==> config.mk <==
export PLATFORM = sky130hd
export DESIGN_NAME = dla_reset_release_sequencer_flat
export DESIGN_NICKNAME = d
export VERILOG_FILES = /design/src/rtl/dla_reset_release_sequencer_if.sv /design/src/rtl/dla_reset_release_sequencer.sv /design/src/flat_wrapper.sv
export SDC_FILE = /design/constraint.sdc
export NUM_CORES = 1
export LEC_CHECK = 0
export CAP_MARGIN = 20
export CORE_UTILIZATION = 57
export DETAILED_ROUTE_END_ITERATION = 10
export GPL_ROUTABILITY_DRIVEN = 0
export PLACE_DENSITY = 0.78
export SYNTH_ARGS = -nofsm -noshare
export SYNTH_HDL_FRONTEND = slang
export SYNTH_SLANG_ARGS = --single-unit
==> constraint.sdc <==
create_clock -name clk -period 2.62 [get_ports clk]
set_input_delay 0.262 -clock clk [delete_from_list [all_inputs] [get_ports clk]]
set_output_delay 0.262 -clock clk [all_outputs]
set_load 0.01 [all_outputs]
Clock wiring as the flow saved it:
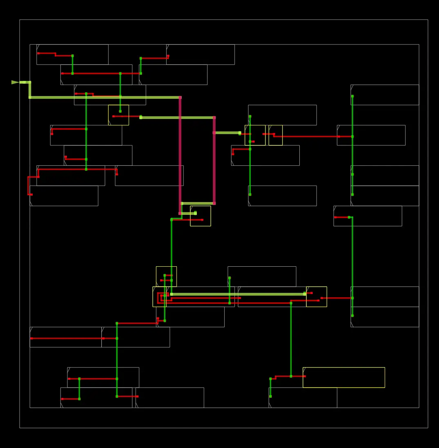
clock skew: 11.6 ps
cts bufs inserted: 5

M3 wires:
(8 px per µm)
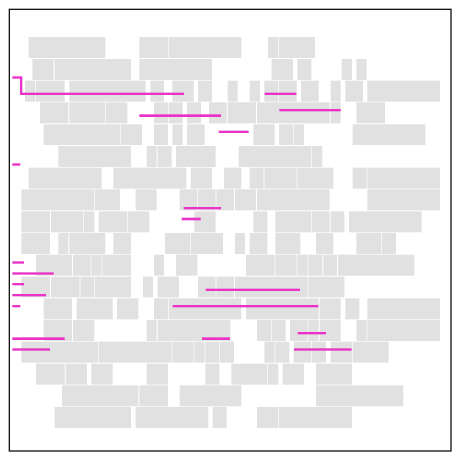
wire length on this layer: 120 µm
nets with wire on the layer: 15
met3 usage: 0.0738
via count: 1148

Cells colored by class:
(10 px per µm)
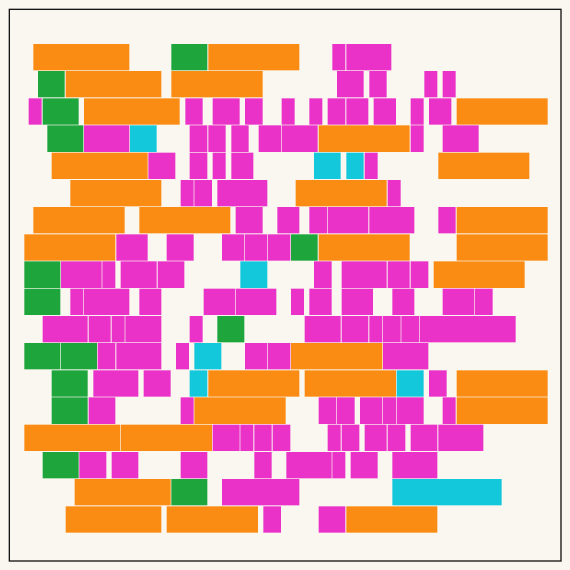
[cyan] clock drivers and dummy loads | cells: 8
[green] other buffers and delay cells | cells: 14
[orange] flops | cells: 30
[magenta] all other logic | cells: 113
Rows: 18
register share of the cell area: 0.422
Final Util: 0.702

I/O pins on the die edge:
(6 px per µm) Pins as bars across the die edge, other pins in gray.
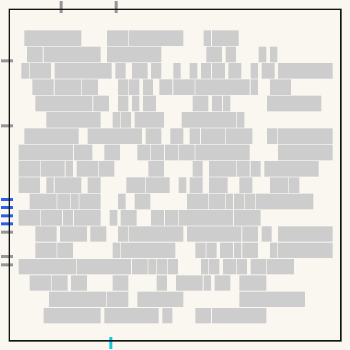
[blue] seq_if_i_stage_ready | pins: 4 | direction: input | edge: left
[cyan] seq_if_o_timeout | pins: 1 | direction: output | edge: bottom
all pins by edge: 9 left, 2 top, 1 bottom
PortBufs: 11
chip height: 55.0 µm
Die X-Extent: 55.0 µm

==> flow_summary.yaml <==
# implementation run metrics
setup_path:
  reg2reg_depth: 6
  critPathTopFamily: "AND-OR/OR-AND gates"
  path_buffers: 0
  startpoint_type: "register"
  cp_slowest_cell: "a2111oi_1"
floorplanning:
  ios: 12
global_routing:
  grt_util_all_layers: 0.235
  grt_max_degree: 31
finish:
  nNonClkBuffers: 14
  comb_area_um2: 772
  fillers: 205
  ff_count: 30
  final_nets: 178
  drive_gt1_frac: 0.170
clock_tree:
  htreeDepth: 2
  cts_hold_buffers: 0
drt:
  topRoutingLayerUsed: "met4"
  drtPass1Iterations: 4
  viasPerCell: 5.89
power_and_ir_drop:
  pg_comb_uw: 18.2
  ir_drop_v: 0.000513
  p_comb_frac: 0.022
place:
  dpl_cell_area_um2: 1720
  placed_cells: 187
yosys:
  ys_top_logic_family: "AND-OR/OR-AND gates"
  yosysWarnings: 0
  yosys.area_share.aoi: 0.207
  top_area_cell: "dfrtp_1"
  ys_ff: 30
  edf_count: 0
  synthFlopType: "dfrtp_1"
  synth-seq-area-share: 0.474
final_timing:
  fin_ws_ps: 193
  max_slew_margin: 0.616
  holdWs_ps: 358
  rsz0062_at_grt: "no"
flow_run:
  cap_violations: 0
outcome:
  outcome: "finished clean"
